$ cat config.mk
export PLATFORM = sky130hd
export DESIGN_NAME = serial_pattern_monitor_flat
export DESIGN_NICKNAME = d
export VERILOG_FILES = /design/src/rtl/serial_pattern_monitor_pkg.sv /design/src/rtl/serial_pattern_monitor_if.sv /design/src/rtl/serial_pattern_monitor_sat_counter.sv /design/src/rtl/serial_pattern_monitor.sv /design/src/flat_wrapper.sv
export SDC_FILE = /design/constraint.sdc
export NUM_CORES = 1
export LEC_CHECK = 0
export CORE_MARGIN = 2
export CORE_UTILIZATION = 36
export CTS_CLUSTER_DIAMETER = 120
export DETAILED_ROUTE_END_ITERATION = 8
export PLACE_DENSITY = 0.63
export SLEW_MARGIN = 40
export SYNTH_ARGS = -nofsm -noshare
export SYNTH_HDL_FRONTEND = slang
export SYNTH_HIERARCHICAL = 1
export SYNTH_SLANG_ARGS = --single-unit
export TNS_END_PERCENT = 50
$ cat constraint.sdc
create_clock -name clk -period 2.5 [get_ports clk]
set_input_delay 0.5 -clock clk [delete_from_list [all_inputs] [get_ports clk]]
set_output_delay 0.5 -clock clk [all_outputs]
set_load 0.005 [all_outputs]
$ cat src/rtl/serial_pattern_monitor_pkg.sv
// Shared types and default parameters for the serial pattern monitor.
// The state type distinguishes filling the shift register from matching.
package pattern_mon_pkg;

  typedef enum logic {
    FILL,
    RUN
  } mon_state_t;

  localparam int unsigned DefaultPatW    = 4;
  localparam logic [3:0]  DefaultPattern = 4'b1011;
  localparam int unsigned DefaultCntW    = 8;

endpackage

$ cat src/rtl/serial_pattern_monitor_if.sv
// Bit-stream input and status outputs of the serial pattern monitor.
// The master drives the stream; the slave (the monitor) reports match status.
interface serial_pattern_monitor_if
  import pattern_mon_pkg::*;
#(
  parameter int unsigned CNT_W = DefaultCntW
);

  logic             y;
  logic             y_en;
  logic             clear;
  logic             filled;
  logic             match;
  logic [CNT_W-1:0] match_count;
  logic [CNT_W-1:0] gap;
  logic             gap_valid;

  modport master (
    output y,
    output y_en,
    output clear,
    input  filled,
    input  match,
    input  match_count,
    input  gap,
    input  gap_valid
  );

  modport slave (
    input  y,
    input  y_en,
    input  clear,
    output filled,
    output match,
    output match_count,
    output gap,
    output gap_valid
  );

endinterface

$ cat src/rtl/serial_pattern_monitor_sat_counter.sv
// Saturating up-counter with synchronous clear; clear wins over increment.
module sat_counter #(
  parameter int unsigned W = 8
) (
  input  logic         clk,
  input  logic         reset,
  input  logic         inc,
  input  logic         clr,
  output logic [W-1:0] q
);

  localparam logic [W-1:0] Max = {W{1'b1}};

  always_ff @(posedge clk or negedge reset) begin
    if (!reset) begin
      q <= '0;
    end else if (clr) begin
      q <= '0;
    end else if (inc && (q != Max)) begin
      q <= q + 1'b1;
    end
  end

endmodule

$ cat src/rtl/serial_pattern_monitor.sv
// Detects PATTERN (overlapping) in a qualified serial bit stream, counts matches and
// measures the sample distance between consecutive matches.
module serial_pattern_monitor
  import pattern_mon_pkg::*;
#(
  parameter int unsigned       PAT_W   = DefaultPatW,
  parameter logic [PAT_W-1:0]  PATTERN = DefaultPattern,
  parameter int unsigned       CNT_W   = DefaultCntW
) (
  input  logic                     clk,
  input  logic                     reset,
  serial_pattern_monitor_if.slave  mon
);

  localparam int unsigned      FillW    = $clog2(PAT_W);
  localparam logic [FillW-1:0] FillLast = FillW'(PAT_W - 1);
  localparam logic [CNT_W-1:0] CntMax   = {CNT_W{1'b1}};

  mon_state_t       state_q, state_d;
  logic [FillW-1:0] fill_q, fill_d;
  logic [PAT_W-1:0] sr_q, sr_d;
  logic [PAT_W-1:0] sr_next;
  logic             have_prev_q, have_prev_d;
  logic             match_q;
  logic             gap_valid_q, gap_valid_d;
  logic [CNT_W-1:0] gap_q, gap_d;
  logic [CNT_W-1:0] dist_q;
  logic [CNT_W-1:0] match_cnt_q;
  logic             sample;
  logic             hit;
  logic             dist_inc;
  logic             dist_clr;

  assign sample  = mon.y_en && !mon.clear;
  assign sr_next = {sr_q[PAT_W-2:0], mon.y};

  always_comb begin
    state_d     = state_q;
    fill_d      = fill_q;
    sr_d        = sr_q;
    have_prev_d = have_prev_q;
    gap_d       = gap_q;
    gap_valid_d = 1'b0;
    hit         = 1'b0;

    if (mon.clear) begin
      state_d     = FILL;
      fill_d      = '0;
      sr_d        = '0;
      have_prev_d = 1'b0;
      gap_d       = '0;
    end else if (mon.y_en) begin
      sr_d = sr_next;
      unique case (state_q)
        FILL: begin
          // The PAT_W-th sample completes a full window, so it may already match.
          if (fill_q == FillLast) begin
            state_d = RUN;
            hit     = (sr_next == PATTERN);
          end else begin
            fill_d = fill_q + 1'b1;
          end
        end
        RUN: begin
          hit = (sr_next == PATTERN);
        end
        default: begin
          state_d = FILL;
        end
      endcase

      if (hit) begin
        have_prev_d = 1'b1;
        if (have_prev_q) begin
          // dist_q counts samples strictly between the two completing bits.
          gap_d       = (dist_q == CntMax) ? CntMax : dist_q + 1'b1;
          gap_valid_d = 1'b1;
        end
      end
    end
  end

  assign dist_inc = sample && have_prev_q && !hit;
  assign dist_clr = mon.clear || hit;

  always_ff @(posedge clk or negedge reset) begin
    if (!reset) begin
      state_q     <= FILL;
      fill_q      <= '0;
      sr_q        <= '0;
      have_prev_q <= 1'b0;
      match_q     <= 1'b0;
      gap_valid_q <= 1'b0;
      gap_q       <= '0;
    end else begin
      state_q     <= state_d;
      fill_q      <= fill_d;
      sr_q        <= sr_d;
      have_prev_q <= have_prev_d;
      match_q     <= hit;
      gap_valid_q <= gap_valid_d;
      gap_q       <= gap_d;
    end
  end

  sat_counter #(
    .W (CNT_W)
  ) u_match_cnt (
    .clk   (clk),
    .reset (reset),
    .inc   (hit),
    .clr   (mon.clear),
    .q     (match_cnt_q)
  );

  sat_counter #(
    .W (CNT_W)
  ) u_dist_cnt (
    .clk   (clk),
    .reset (reset),
    .inc   (dist_inc),
    .clr   (dist_clr),
    .q     (dist_q)
  );

  assign mon.filled      = (state_q == RUN);
  assign mon.match       = match_q;
  assign mon.match_count = match_cnt_q;
  assign mon.gap         = gap_q;
  assign mon.gap_valid   = gap_valid_q;

endmodule

$ cat src/flat_wrapper.sv
// flat-port wrapper written by rule: the top's interface ports become plain ports
module serial_pattern_monitor_flat import pattern_mon_pkg::*;
#(
  parameter int unsigned       PAT_W   = DefaultPatW,
  parameter logic [PAT_W-1:0]  PATTERN = DefaultPattern,
  parameter int unsigned       CNT_W   = DefaultCntW
)
  (clk, reset, mon_y, mon_y_en, mon_clear, mon_filled, mon_match, mon_match_count, mon_gap, mon_gap_valid);
  serial_pattern_monitor_if #(.CNT_W(CNT_W)) mon_i ();
  input  logic clk;
  input  logic reset;
  input wire logic [$bits(mon_i.y)-1:0] mon_y;
  input wire logic [$bits(mon_i.y_en)-1:0] mon_y_en;
  input wire logic [$bits(mon_i.clear)-1:0] mon_clear;
  output wire logic [$bits(mon_i.filled)-1:0] mon_filled;
  output wire logic [$bits(mon_i.match)-1:0] mon_match;
  output wire logic [$bits(mon_i.match_count)-1:0] mon_match_count;
  output wire logic [$bits(mon_i.gap)-1:0] mon_gap;
  output wire logic [$bits(mon_i.gap_valid)-1:0] mon_gap_valid;
  assign mon_i.y = mon_y;
  assign mon_i.y_en = mon_y_en;
  assign mon_i.clear = mon_clear;
  assign mon_filled = mon_i.filled;
  assign mon_match = mon_i.match;
  assign mon_match_count = mon_i.match_count;
  assign mon_gap = mon_i.gap;
  assign mon_gap_valid = mon_i.gap_valid;
  serial_pattern_monitor #(.PAT_W(PAT_W), .PATTERN(PATTERN), .CNT_W(CNT_W)) u_core (.clk(clk), .reset(reset), .mon(mon_i));
endmodule
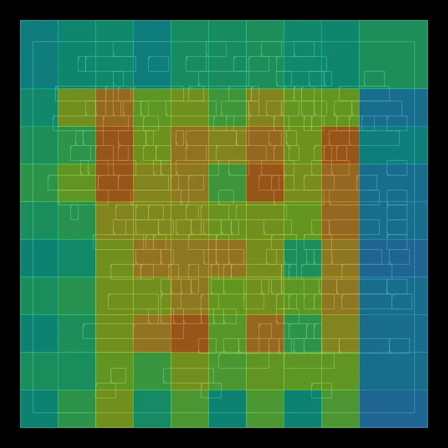
Fig. 1. Congestion heat map.
met3 Resource Use GR: 3.61%
Total GRT Usage: 14.1%
grt peak-use layer: met2

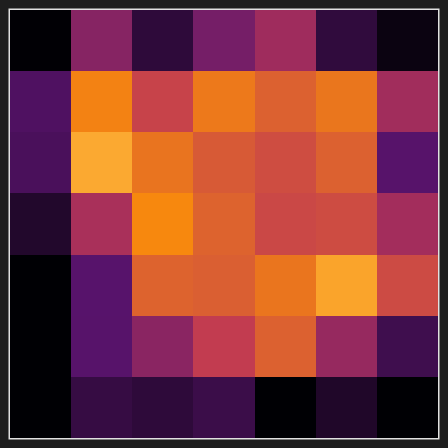
Fig. 2. Placement density heat map.
7 x 7 tiles, from black (low) to pale yellow (high), 0 to 100% covered.
- densest ninth of the die: middle
- mean over tiles: 39%
- tiles over 75% full: 4.1%

==> impl_metrics.py <==
# Flow results
metrics = {
    "cts": {
        "path_clk_slew_ps": 70,
        "tritoncts": "built",
        "hold_buffers": 0,
        "h-tree-depth": 2,
        "worstSkewPairLatency_ps": 280,
    },
    "routing": {
        "drcViolationCount": 0,
        "vias_per_cell": 5.12,
    },
    "floorplanning": {
        "core_um2": 4750,
        "fp.dieH_um": 74.6,
        "taps": 67,
        "rows": 25,
        "io_pins": 24,
    },
    "critical_path": {
        "required_ps": 2650,
        "reg2reg_from": "u_core/fill_q[0]$_DFFE_PN0P_",
        "r2r_slack_ps": 340,
        "crit_arrival_ps": 2310,
        "slowest_delay_ps": 440,
        "startpoint": "u_core/fill_q[0]$_DFFE_PN0P_",
        "cp-start-kind": "flip-flop",
    },
    "place": {
        "io_buffer_count": 23,
        "dpl.cell_count": 271,
        "place_congestion": 0.804,
        "place_ws_ps": 27.7,
    },
    "finish": {
        "logic_area_um2": 927,
        "signal_buffers": 31,
        "layout_top_cell": "dfrtp_1",
        "final_util_pct": 46.9,
        "ff_count": 33,
        "largest_cell_class": "combinational gates",
        "fin_cells": 279,
    },
    "pwr": {
        "pwr-share-clk_pct": 38.8,
        "pg_clk_mw": 0.379,
        "ir_drop_mv": 0.232,
        "power.group.top": "sequential cells",
    },
    "synth": {
        "synthAoiAreaFrac_pct": 13.9,
        "edf_count": 0,
        "synth_cells": 179,
        "adder_share_pct": 2.79,
        "ys_cells": 179,
        "flop_cell": "dfrtp_1",
    },
    "global_route": {
        "grt.overflow.total": 0,
        "grt_pass1_wl_um": 6040,
        "met2_usage_pct": 21.8,
        "grt_max_degree": 34,
    },
    "sta": {
        "max-slew-margin-rel_pct": 71.5,
        "fin_skew_ps": 10.1,
    },
    "run_status": {
        "outcome": "completed",
    },
    "hold_path": {
        "min_from": "u_core/mon.gap[6]$_DFFE_PN0P_",
    },
}
Power figures rest on the tool's default switching activity, not on a simulated workload.
